### src/rtl/branch_predict_unit.sv
// Branch prediction (IF-stage BTB lookup) and branch resolution (ID stage)
// for the 5-stage MIPS pipeline. Redirects fetch only on a mispredict and
// trains the BTB with every resolved, unstalled branch.
module branch_predict_unit #(
   parameter int ADDR_W      = 32,
   parameter int DATA_W      = 32,
   parameter int BTB_ENTRIES = 16,
   parameter int CTR_W       = 2,
   parameter int STAT_W      = 16
) (
   input  logic              clk,
   input  logic              rst,
   input  logic [ADDR_W-1:0] pc_IF,
   output logic              pred_taken_IF,
   output logic [ADDR_W-1:0] pred_target_IF,
   input  logic              stall_ID,
   input  logic [ADDR_W-1:0] pc_plus4_ID,
   input  logic [31:0]       inst_ID,
   input  logic [1:0]        fw_br_a,
   input  logic [1:0]        fw_br_b,
   input  logic [DATA_W-1:0] rdata_1_ID,
   input  logic [DATA_W-1:0] rdata_2_ID,
   input  logic [DATA_W-1:0] data_out_EX,
   input  logic [DATA_W-1:0] data_from_ALU_MEM,
   input  logic [DATA_W-1:0] MEM_data_MEM,
   output logic              redirect,
   output logic [ADDR_W-1:0] redirect_addr,
   output logic              flush_IF_ID,
   output logic [STAT_W-1:0] branch_count,
   output logic [STAT_W-1:0] mispredict_count
);

   localparam int IDX_W = $clog2(BTB_ENTRIES);
   localparam int TAG_W = ADDR_W - IDX_W - 2;
   localparam logic [CTR_W-1:0] CTR_MAX  = '1;
   localparam logic [CTR_W-1:0] CTR_WEAK = CTR_W'(1) << (CTR_W - 1);

   // BTB storage
   logic [BTB_ENTRIES-1:0] valid_q;
   logic [TAG_W-1:0]       tag_q [BTB_ENTRIES];
   logic [ADDR_W-1:0]      tgt_q [BTB_ENTRIES];
   logic [CTR_W-1:0]       ctr_q [BTB_ENTRIES];

   // Prediction carried from IF into ID, and statistics
   logic              pred_taken_ID_q, pred_taken_ID_d;
   logic [ADDR_W-1:0] pred_target_ID_q, pred_target_ID_d;
   logic [STAT_W-1:0] bcnt_q, bcnt_d, mcnt_q, mcnt_d;

   // ---------------- IF lookup ----------------
   logic [IDX_W-1:0] if_idx;
   logic [TAG_W-1:0] if_tag;
   logic             if_hit;

   assign if_idx = pc_IF[IDX_W+1:2];
   assign if_tag = pc_IF[ADDR_W-1:IDX_W+2];
   assign if_hit = valid_q[if_idx] && (tag_q[if_idx] == if_tag);

   assign pred_taken_IF  = ~rst & if_hit & ctr_q[if_idx][CTR_W-1];
   assign pred_target_IF = pred_taken_IF ? tgt_q[if_idx] : '0;

   // ---------------- ID resolution ----------------
   logic [DATA_W-1:0] opA, opB;
   logic [5:0]        opcode, funct;
   logic [4:0]        rt;
   logic [ADDR_W-1:0] br_tgt, j_tgt;
   logic              is_branch, is_jreg, is_jump, actual_taken;
   logic [ADDR_W-1:0] actual_target;
   logic              mispredict;

   // Forwarding muxes for the two branch operands
   always_comb begin
      unique case (fw_br_a)
         2'd0:    opA = rdata_1_ID;
         2'd1:    opA = data_out_EX;
         2'd2:    opA = data_from_ALU_MEM;
         default: opA = MEM_data_MEM;
      endcase
      unique case (fw_br_b)
         2'd0:    opB = rdata_2_ID;
         2'd1:    opB = data_out_EX;
         2'd2:    opB = data_from_ALU_MEM;
         default: opB = MEM_data_MEM;
      endcase
   end

   assign opcode = inst_ID[31:26];
   assign rt     = inst_ID[20:16];
   assign funct  = inst_ID[5:0];
   assign br_tgt = pc_plus4_ID + {{(ADDR_W-18){inst_ID[15]}}, inst_ID[15:0], 2'b00};
   assign j_tgt  = {pc_plus4_ID[ADDR_W-1:28], inst_ID[25:0], 2'b00};

   // Decode branch class, direction and target
   always_comb begin
      is_branch     = 1'b0;
      is_jreg       = 1'b0;
      is_jump       = 1'b0;
      actual_taken  = 1'b0;
      actual_target = br_tgt;
      unique case (opcode)
         6'b000010, 6'b000011: begin
            is_branch     = 1'b1;
            is_jump       = 1'b1;
            actual_taken  = 1'b1;
            actual_target = j_tgt;
         end
         6'b000100: begin
            is_branch    = 1'b1;
            actual_taken = (opA == opB);
         end
         6'b000101: begin
            is_branch    = 1'b1;
            actual_taken = (opA != opB);
         end
         6'b000110: begin
            is_branch    = 1'b1;
            actual_taken = ($signed(opA) <= 0);
         end
         6'b000111: begin
            is_branch    = 1'b1;
            actual_taken = ($signed(opA) > 0);
         end
         6'b000001: begin
            if (rt == 5'b00000) begin
               is_branch    = 1'b1;
               actual_taken = opA[DATA_W-1];
            end else if (rt == 5'b00001) begin
               is_branch    = 1'b1;
               actual_taken = ~opA[DATA_W-1];
            end
         end
         6'b000000: begin
            if (funct == 6'b001000 || funct == 6'b001001) begin
               is_branch     = 1'b1;
               is_jreg       = 1'b1;
               actual_taken  = 1'b1;
               actual_target = ADDR_W'(opA);
            end
         end
         default: ;
      endcase
   end

   assign mispredict = is_branch &
                       ((actual_taken != pred_taken_ID_q) |
                        (actual_taken & pred_taken_ID_q & (actual_target != pred_target_ID_q)));
   assign redirect      = mispredict & ~stall_ID & ~rst;
   assign redirect_addr = redirect ? (actual_taken ? actual_target : pc_plus4_ID) : '0;
   assign flush_IF_ID   = redirect;

   assign branch_count     = rst ? '0 : bcnt_q;
   assign mispredict_count = rst ? '0 : mcnt_q;

   // ---------------- training ----------------
   logic [ADDR_W-1:0] pc_ID;
   logic [IDX_W-1:0]  id_idx;
   logic [TAG_W-1:0]  id_tag;
   logic              id_hit, resolved, train;
   logic              unused_pc_lsbs;

   assign pc_ID          = pc_plus4_ID - ADDR_W'(4);
   assign id_idx         = pc_ID[IDX_W+1:2];
   assign id_tag         = pc_ID[ADDR_W-1:IDX_W+2];
   assign id_hit         = valid_q[id_idx] && (tag_q[id_idx] == id_tag);
   assign resolved       = is_branch & ~stall_ID;
   assign train          = resolved & ~is_jreg;
   assign unused_pc_lsbs = ^{pc_IF[1:0], pc_ID[1:0]};

   // BTB update: allocate on taken miss, strengthen/weaken on hit
   always_ff @(posedge clk) begin
      if (rst) begin
         valid_q <= '0;
         for (int i = 0; i < BTB_ENTRIES; i++) ctr_q[i] <= '0;
      end else if (train) begin
         if (actual_taken) begin
            tgt_q[id_idx] <= actual_target;
            if (id_hit) begin
               if (ctr_q[id_idx] != CTR_MAX) ctr_q[id_idx] <= ctr_q[id_idx] + 1'b1;
            end else begin
               valid_q[id_idx] <= 1'b1;
               tag_q[id_idx]   <= id_tag;
               ctr_q[id_idx]   <= is_jump ? CTR_MAX : CTR_WEAK;
            end
         end else if (id_hit && ctr_q[id_idx] != '0) begin
            ctr_q[id_idx] <= ctr_q[id_idx] - 1'b1;
         end
      end
   end

   // Next state of the IF->ID prediction and the saturating statistics
   always_comb begin
      pred_taken_ID_d  = pred_taken_IF;
      pred_target_ID_d = pred_target_IF;
      if (stall_ID) begin
         pred_taken_ID_d  = pred_taken_ID_q;
         pred_target_ID_d = pred_target_ID_q;
      end else if (redirect) begin
         pred_taken_ID_d  = 1'b0;
         pred_target_ID_d = '0;
      end
      bcnt_d = (resolved && bcnt_q != '1) ? bcnt_q + 1'b1 : bcnt_q;
      mcnt_d = (redirect && mcnt_q != '1) ? mcnt_q + 1'b1 : mcnt_q;
   end

   // Pipeline and statistics registers
   always_ff @(posedge clk) begin
      if (rst) begin
         pred_taken_ID_q  <= 1'b0;
         pred_target_ID_q <= '0;
         bcnt_q           <= '0;
         mcnt_q           <= '0;
      end else begin
         pred_taken_ID_q  <= pred_taken_ID_d;
         pred_target_ID_q <= pred_target_ID_d;
         bcnt_q           <= bcnt_d;
         mcnt_q           <= mcnt_d;
      end
   end

endmodule
### config.mk
export PLATFORM = sky130hd
export DESIGN_NAME = branch_predict_unit
export DESIGN_NICKNAME = d
export VERILOG_FILES = /design/src/rtl/branch_predict_unit.sv
export SDC_FILE = /design/constraint.sdc
export NUM_CORES = 2
export LEC_CHECK = 0
export CORE_MARGIN = 10
export CORE_UTILIZATION = 40
export CTS_BUF_LIST = sky130_fd_sc_hd__clkbuf_8
export DETAILED_ROUTE_END_ITERATION = 8
export PLACE_DENSITY_LB_ADDON = 0.15
export SLEW_MARGIN = 20
export SYNTH_ARGS = -nofsm -noshare
export SYNTH_HDL_FRONTEND = slang
export SYNTH_SLANG_ARGS = --single-unit
### constraint.sdc
create_clock -name clk -period 17.15 [get_ports clk]
set_clock_uncertainty 0.1 [all_clocks]
set_input_delay 5.145 -clock clk [delete_from_list [all_inputs] [get_ports clk]]
set_output_delay 5.145 -clock clk [all_outputs]
set_load 0.01 [all_outputs]
==> ci_impl_report.md <==
### Flow metrics

| Metric | Value |
|---|---|
| Status | completed |
| Fin crit period | 16.90 ns |
| Final Max Slew Viols | 0 |
| Xor+xnor area frac | 2.80% |
| HP Class | reg -> reg |
| Top cells by area | edfxtp_1, mux4_2, dfxtp_1 |
| Comb area leader | multiplexers |
| Metal3 WL | 14.9 mm |
| CTS Buf Count | 169 |
| Floorplan Nets | 3340 |
| Detailed Place HPWL | 111 mm |
| Clock Power Share | 36.7% |
| CTS tree | built |
| Slowest cell delay on critical path | 0.59 ns |
| Seq pwr share | 49.8% |
| Post-synth cell types | 88 |
| Vias/cell | 6.08 |
| Ports | 362 |
| FF-to-FF Start | tag_q[8][2] |
| Sw Ratio | 26.2% |
| Place WS | 0.414 ns |
==> power groups by stage <==
stage / clock network [µW] / registers (µW) / logic (µW)
floorplan: 0 / 2890 / 438
global placement: 0 / 2890 / 753
detailed placement: 0 / 2890 / 766
CTS: 2140 / 2840 / 768
global route: 2250 / 2830 / 816
finish: 2090 / 2840 / 770
==> worst reg2reg max path: cells and delay by family, from the launching register on <==
kind,cells,cell delay (ns)
multiplexers,2,0.97
flip-flops,1,0.40
AND/OR/NAND/NOR,6,2.34
AND-OR/OR-AND,1,0.39
XOR/XNOR,1,0.61
buffers and inverters,1,0.39
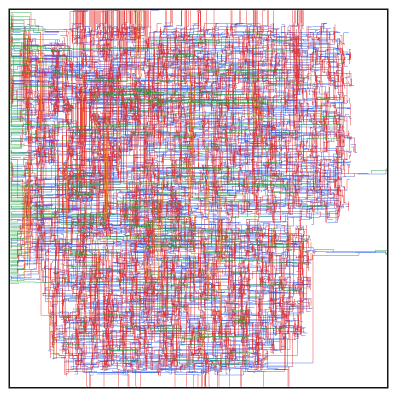
*Signal wires by layer*
Drawn at 1 px/µm.
[met1] blue | wire length: 69.0 mm
[met3] green | wire length: 14900 µm
[met2] red | wire length: 79.8 mm
[met4] orange | wire length: 3750 µm
[met5] purple | wire length: 152 µm

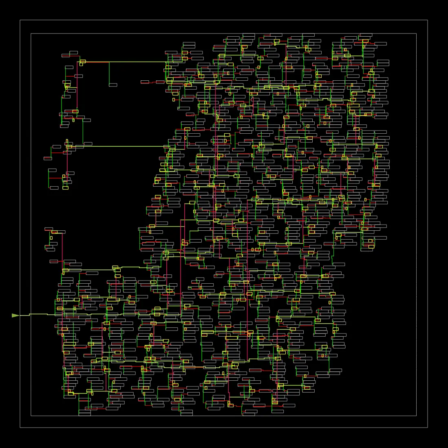
*Clock routing*
clock tree sinks: 1041
worst skew pair latency: 0.88 ns
Seq cells: 1041

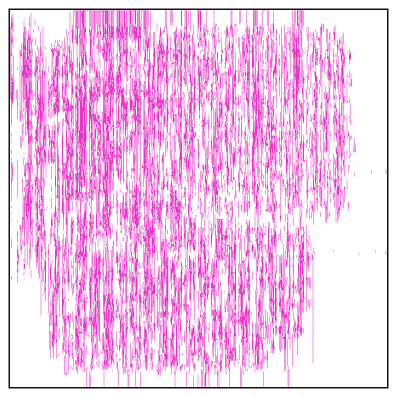
*Metal 2*
Drawn at 1 px/µm.
wire length on this layer: 79.8 mm
longest straight run: 140 µm

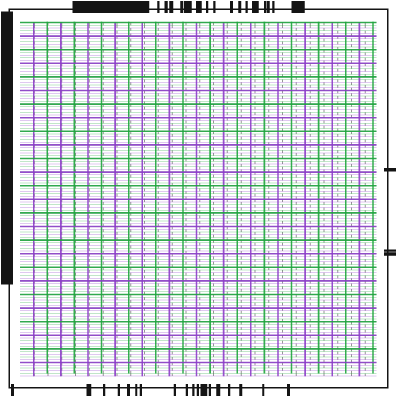
*Power grid*
Drawn at 1 px/µm. Pins as bars on the die edge. Tap cells in gray.
[VDD] green
[VSS] purple
met1 rails: 131
rows: 130
met5 straps: 26
signal pins: 362
tap cells: 1650

Power figures rest on the tool's default switching activity, not on a simulated workload.
